==> images/logic_types.png <==
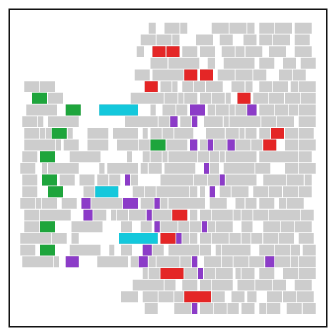
==> images/layer_met2.png <==
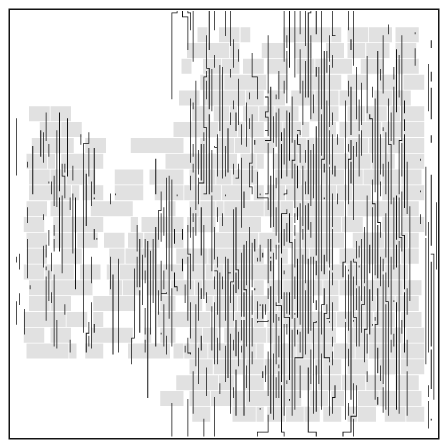
==> src/rtl/bf_run_ctrl_if.sv <==
// bf_run_ctrl_if: program byte stream in and stdout byte stream out of bf_run_ctrl.
interface bf_run_ctrl_if;
    logic       in_valid;
    logic       in_ready;
    logic [7:0] in_data;
    logic       out_valid;
    logic       out_ready;
    logic [7:0] out_data;
    modport slave (input in_valid, in_data, out_ready, output in_ready, out_valid, out_data);
    modport master(output in_valid, in_data, out_ready, input in_ready, out_valid, out_data);
endinterface

==> src/rtl/bf_run_ctrl.sv <==
// bf_run_ctrl: loads a program, optionally zeroes data memory (BF_CLEAR_EN), then runs the core
// and buffers its stdout; owns the memory ports except in START/RUN where it mirrors the core.
module bf_run_ctrl #(
    parameter int PROG_ADDR_WIDTH = 8,
    parameter int DATA_ADDR_WIDTH = 8,
    parameter int HALT_CYCLES     = 8
) (
    input  logic                       clk,
    input  logic                       reset,
    input  logic                       start,
    bf_run_ctrl_if.slave               io,
    output logic                       busy,
    output logic                       done,
    output logic                       err,
    output logic                       cpu_en,
    output logic                       cpu_reset,
    input  logic [PROG_ADDR_WIDTH-1:0] cpu_prog_addr,
    input  logic                       cpu_prog_ren,
    input  logic [DATA_ADDR_WIDTH-1:0] cpu_data_addr,
    input  logic                       cpu_data_wen,
    input  logic                       cpu_data_ren,
    input  logic [7:0]                 cpu_data_wval,
    input  logic [7:0]                 cpu_stdout,
    input  logic                       cpu_stdout_en,
    output logic [PROG_ADDR_WIDTH-1:0] pm_addr,
    output logic                       pm_ren,
    output logic                       pm_wen,
    output logic [7:0]                 pm_wdata,
    output logic [DATA_ADDR_WIDTH-1:0] dm_addr,
    output logic                       dm_ren,
    output logic                       dm_wen,
    output logic [7:0]                 dm_wdata
);
    localparam int PA = PROG_ADDR_WIDTH;
    localparam int DA = DATA_ADDR_WIDTH;
    localparam int HW = $clog2(HALT_CYCLES + 1);

    typedef enum logic [2:0] {S_IDLE, S_CLEAR, S_LOAD, S_START, S_RUN, S_DONE} state_t;

`ifdef BF_CLEAR_EN
    localparam state_t LOAD_ENTRY = S_CLEAR;
`else
    localparam state_t LOAD_ENTRY = S_LOAD;
`endif

    state_t        state_q, state_d;
    logic [PA-1:0] ptr_q, ptr_d;
    logic          err_q, err_d;
    logic          cnt_q, cnt_d;
    logic [HW-1:0] halt_q, halt_d;
    logic          out_valid_q, out_valid_d;
    logic [7:0]    out_data_q, out_data_d;
`ifdef BF_CLEAR_EN
    logic [DA-1:0] clr_q, clr_d;
`endif

    assign err          = err_q;
    assign io.out_valid = out_valid_q;
    assign io.out_data  = out_data_q;

    always_comb begin
        state_d     = state_q;
        ptr_d       = ptr_q;
        err_d       = err_q;
        cnt_d       = cnt_q;
        halt_d      = halt_q;
        out_valid_d = out_valid_q && !io.out_ready;
        out_data_d  = out_data_q;
`ifdef BF_CLEAR_EN
        clr_d       = clr_q;
`endif
        busy        = state_q inside {S_CLEAR, S_LOAD, S_START, S_RUN};
        done        = state_q == S_DONE;
        io.in_ready = state_q == S_LOAD;
        cpu_reset   = state_q == S_START;
        // a full buffer the sink is not taking freezes the core so it holds its stdout request
        cpu_en      = !reset && (cpu_reset || (state_q == S_RUN && !(out_valid_q && !io.out_ready)));
        case (state_q)
            S_IDLE, S_DONE: if (start && !out_valid_q) begin
                state_d = LOAD_ENTRY;
                ptr_d   = '0;
                err_d   = 1'b0;
            end
`ifdef BF_CLEAR_EN
            S_CLEAR: begin
                clr_d   = clr_q + DA'(1);
                state_d = &clr_q ? S_LOAD : S_CLEAR;
            end
`endif
            S_LOAD: if (io.in_valid) begin
                ptr_d = ptr_q + PA'(1);
                if (io.in_data == 8'h00) begin
                    state_d = S_START;
                    cnt_d   = 1'b0;
                end else if (&ptr_q) begin
                    err_d   = 1'b1;
                    state_d = S_DONE;
                end
            end
            S_START: begin
                cnt_d   = 1'b1;
                halt_d  = '0;
                state_d = cnt_q ? S_RUN : S_START;
            end
            S_RUN: begin
                if (cpu_en && cpu_stdout_en) begin
                    out_valid_d = 1'b1;
                    out_data_d  = cpu_stdout;
                end
                halt_d  = cpu_prog_ren ? '0 : halt_q + HW'(cpu_en);
                state_d = halt_d == HW'(HALT_CYCLES) ? S_DONE : S_RUN;
            end
            default: ;
        endcase
    end

    // kept apart from the FSM process so the core's combinational path through memory never loops back into it
    always_comb begin
        pm_addr  = '0;
        pm_ren   = 1'b0;
        pm_wen   = 1'b0;
        pm_wdata = '0;
        dm_addr  = '0;
        dm_ren   = 1'b0;
        dm_wen   = 1'b0;
        dm_wdata = '0;
        if (state_q == S_START || state_q == S_RUN) begin
            pm_addr  = cpu_prog_addr;
            pm_ren   = cpu_prog_ren;
            dm_addr  = cpu_data_addr;
            dm_ren   = cpu_data_ren;
            dm_wen   = cpu_data_wen;
            dm_wdata = cpu_data_wval;
        end else if (state_q == S_LOAD && io.in_valid) begin
            pm_wen   = 1'b1;
            pm_addr  = ptr_q;
            pm_wdata = &ptr_q ? 8'h00 : io.in_data;
        end
`ifdef BF_CLEAR_EN
        else if (state_q == S_CLEAR) begin
            dm_wen  = 1'b1;
            dm_addr = clr_q;
        end
`endif
    end

    always_ff @(posedge clk) begin
        if (reset) begin
            state_q     <= S_IDLE;
            ptr_q       <= '0;
            err_q       <= 1'b0;
            cnt_q       <= 1'b0;
            halt_q      <= '0;
            out_valid_q <= 1'b0;
            out_data_q  <= '0;
`ifdef BF_CLEAR_EN
            clr_q       <= '0;
`endif
        end else begin
            state_q     <= state_d;
            ptr_q       <= ptr_d;
            err_q       <= err_d;
            cnt_q       <= cnt_d;
            halt_q      <= halt_d;
            out_valid_q <= out_valid_d;
            out_data_q  <= out_data_d;
`ifdef BF_CLEAR_EN
            clr_q       <= clr_d;
`endif
        end
    end
endmodule

==> src/flat_wrapper.sv <==
// flat-port wrapper written by rule: the top's interface ports become plain ports
module bf_run_ctrl_flat 
#(
    parameter int PROG_ADDR_WIDTH = 8,
    parameter int DATA_ADDR_WIDTH = 8,
    parameter int HALT_CYCLES     = 8
)
  (clk, reset, start, busy, done, err, cpu_en, cpu_reset, cpu_prog_addr, cpu_prog_ren, cpu_data_addr, cpu_data_wen, cpu_data_ren, cpu_data_wval, cpu_stdout, cpu_stdout_en, pm_addr, pm_ren, pm_wen, pm_wdata, dm_addr, dm_ren, dm_wen, dm_wdata, io_in_valid, io_in_data, io_out_ready, io_in_ready, io_out_valid, io_out_data);
  bf_run_ctrl_if io_i ();
  input  logic clk;
  input  logic reset;
  input  logic start;
  output logic busy;
  output logic done;
  output logic err;
  output logic cpu_en;
  output logic cpu_reset;
  input  logic [PROG_ADDR_WIDTH-1:0] cpu_prog_addr;
  input  logic cpu_prog_ren;
  input  logic [DATA_ADDR_WIDTH-1:0] cpu_data_addr;
  input  logic cpu_data_wen;
  input  logic cpu_data_ren;
  input  logic [7:0] cpu_data_wval;
  input  logic [7:0] cpu_stdout;
  input  logic cpu_stdout_en;
  output logic [PROG_ADDR_WIDTH-1:0] pm_addr;
  output logic pm_ren;
  output logic pm_wen;
  output logic [7:0] pm_wdata;
  output logic [DATA_ADDR_WIDTH-1:0] dm_addr;
  output logic dm_ren;
  output logic dm_wen;
  output logic [7:0] dm_wdata;
  input wire logic [$bits(io_i.in_valid)-1:0] io_in_valid;
  input wire logic [$bits(io_i.in_data)-1:0] io_in_data;
  input wire logic [$bits(io_i.out_ready)-1:0] io_out_ready;
  output wire logic [$bits(io_i.in_ready)-1:0] io_in_ready;
  output wire logic [$bits(io_i.out_valid)-1:0] io_out_valid;
  output wire logic [$bits(io_i.out_data)-1:0] io_out_data;
  assign io_i.in_valid = io_in_valid;
  assign io_i.in_data = io_in_data;
  assign io_i.out_ready = io_out_ready;
  assign io_in_ready = io_i.in_ready;
  assign io_out_valid = io_i.out_valid;
  assign io_out_data = io_i.out_data;
  bf_run_ctrl #(.PROG_ADDR_WIDTH(PROG_ADDR_WIDTH), .DATA_ADDR_WIDTH(DATA_ADDR_WIDTH), .HALT_CYCLES(HALT_CYCLES)) u_core (.clk(clk), .reset(reset), .start(start), .io(io_i), .busy(busy), .done(done), .err(err), .cpu_en(cpu_en), .cpu_reset(cpu_reset), .cpu_prog_addr(cpu_prog_addr), .cpu_prog_ren(cpu_prog_ren), .cpu_data_addr(cpu_data_addr), .cpu_data_wen(cpu_data_wen), .cpu_data_ren(cpu_data_ren), .cpu_data_wval(cpu_data_wval), .cpu_stdout(cpu_stdout), .cpu_stdout_en(cpu_stdout_en), .pm_addr(pm_addr), .pm_ren(pm_ren), .pm_wen(pm_wen), .pm_wdata(pm_wdata), .dm_addr(dm_addr), .dm_ren(dm_ren), .dm_wen(dm_wen), .dm_wdata(dm_wdata));
endmodule
==> config.mk <==
export PLATFORM = sky130hd
export DESIGN_NAME = bf_run_ctrl_flat
export DESIGN_NICKNAME = d
export VERILOG_FILES = /design/src/rtl/bf_run_ctrl_if.sv /design/src/rtl/bf_run_ctrl.sv /design/src/flat_wrapper.sv
export SDC_FILE = /design/constraint.sdc
export NUM_CORES = 1
export LEC_CHECK = 0
export CORE_MARGIN = 2
export CORE_UTILIZATION = 33
export DETAILED_ROUTE_END_ITERATION = 10
export PLACE_DENSITY = 0.85
export SLEW_MARGIN = 5
export SYNTH_ARGS = -nofsm -noshare
export SYNTH_HDL_FRONTEND = slang
export SYNTH_SLANG_ARGS = --single-unit
==> constraint.sdc <==
create_clock -name clk -period 2.1 [get_ports clk]
set_clock_uncertainty 0.1 [all_clocks]
set_input_delay 0.42 -clock clk [delete_from_list [all_inputs] [get_ports clk]]
set_output_delay 0.42 -clock clk [all_outputs]
set_load 0.005 [all_outputs]
==> reports/qor.csv <==
stage;metric;value;unit
global_routing;largest net degree at the start of global routing;22;
die;core box area;4690;sq um
synth;Ys Warns;0;
sta;Worst-Margin Slew;0.473;ns
synth;top cells, area;dfxtp_1, and2_1, nor2_1;
sta;Final Hold Fails;0;
sta;final tally of setup violations;33;
layout;Signal buffers;155;
synth;Synth area leader;dfxtp_1;
synth;Dominant cell area share;0.326;
sta;Slew Limit Fails;0;
layout;logic area;1190;sq um
pwr;PD cells;819;nW/um^2
layout;ant diodes;0;
drt;Pre-antenna DRT Iters;4;
run_status;outcome;finished with violations;
worst_setup_path;critical path class;reg -> reg;
run_status;failing checks;setup timing;
layout;Final clock-cell share;0.0165;
sta;final setup margin;-0.203;ns
global_routing;initial antenna violation count;0;
clock_network;Clock transition at path regs;0.10;ns
worst_setup_path;Reg2Reg Depth;12;
global_routing;first-pass GRT wire length;9.36;mm
worst_setup_path;Data arrival, critical path;2.41;ns
synth;fa+ha+maj area frac;0.0235;
-- logic_types.png (at the start) --
| colour | family | cells | most used |
|---|---|---|---|
| green | mux cells | 9 | mux2i_1 |
| purple | nand cells | 26 | nand2_1 |
| red | non-inverting ao/oa cells | 12 | a22o_1 |
| cyan | fa/ha/maj cells | 3 | ha_4 |
multi-input combinational area share: 0.356
Final Non-Filler Cells: 396
most used logic cell in the final layout: clkdlybuf4s50_1

-- layer_met2.png (at the start) --
longest straight run: 54.4 um
share of all routed wire: 52%
main direction: vertical
wire length on this layer: 3450 um
GR Util met2: 0.448
Routed WL: 6.59 mm

[state kept, by name, indices dropped and copies added, names as in the netlist]
signal,flops
u_core.cnt_q,1
u_core.err,1
u_core.halt_q,4
u_core.io.out_data,8
u_core.io.out_valid,1
u_core.ptr_q,8
u_core.state_q,3
[synthesized netlist by cell type (4+ instances only)]
master     n
buf_2      7
nand2_1   16
dfxtp_1   26
nand3_1    5
and2_1    28
a21oi_1    9
mux2i_1    9
clkbuf_1   4
a22o_1     8
xnor2_1    8
nor2_1    25
o21ai_0    4
[cell families after synthesis]
| kind of cell | count (synthesis) |
|---|---|
| adders and majority gates | 3 |
| AOI/OAI and AO/OA | 39 |
| xor gates and xnor gates | 9 |
| DFF | 26 |
| muxes | 9 |
| and+or+nand+nor | 95 |
| buffers and inverters | 13 |
[per-stage QoR]
step | cells | TNS [ns] | util
after detailed placement | 374 | -10.95 | 0.625
after global placement | 374 | -9.90 | 0.625
after CTS | 394 | -2.72 | 0.679
final | 396 | -2.67 | 0.710
after global routing | 396 | -4.57 | 0.710
after floorplan | 194 | -0.0503 | -
[critical path, stage by stage, from the launching register on]
cell and delay [ns]:
dfxtp_2 0.35, buf_6 0.12, nor3b_4 0.20, buf_6 0.14, nand2_2 0.04, a21oi_2 0.15
ha_2 0.22, ha_4 0.16, xnor2_2 0.11, nand2_1 0.08, nor4_2 0.25, o221ai_1 0.16
a21oi_1 0.15
[report_power, final]
part,switching [mW],total (mW),internal (mW),leakage [nW]
logic,0.735,1.81,1.08,1.23
registers,0.0439,0.585,0.541,0.212
clock network,0.162,0.330,0.168,0.0288
total,0.942,2.73,1.79,1.47
No activity file was given, so power comes from the tool's default toggle rates.
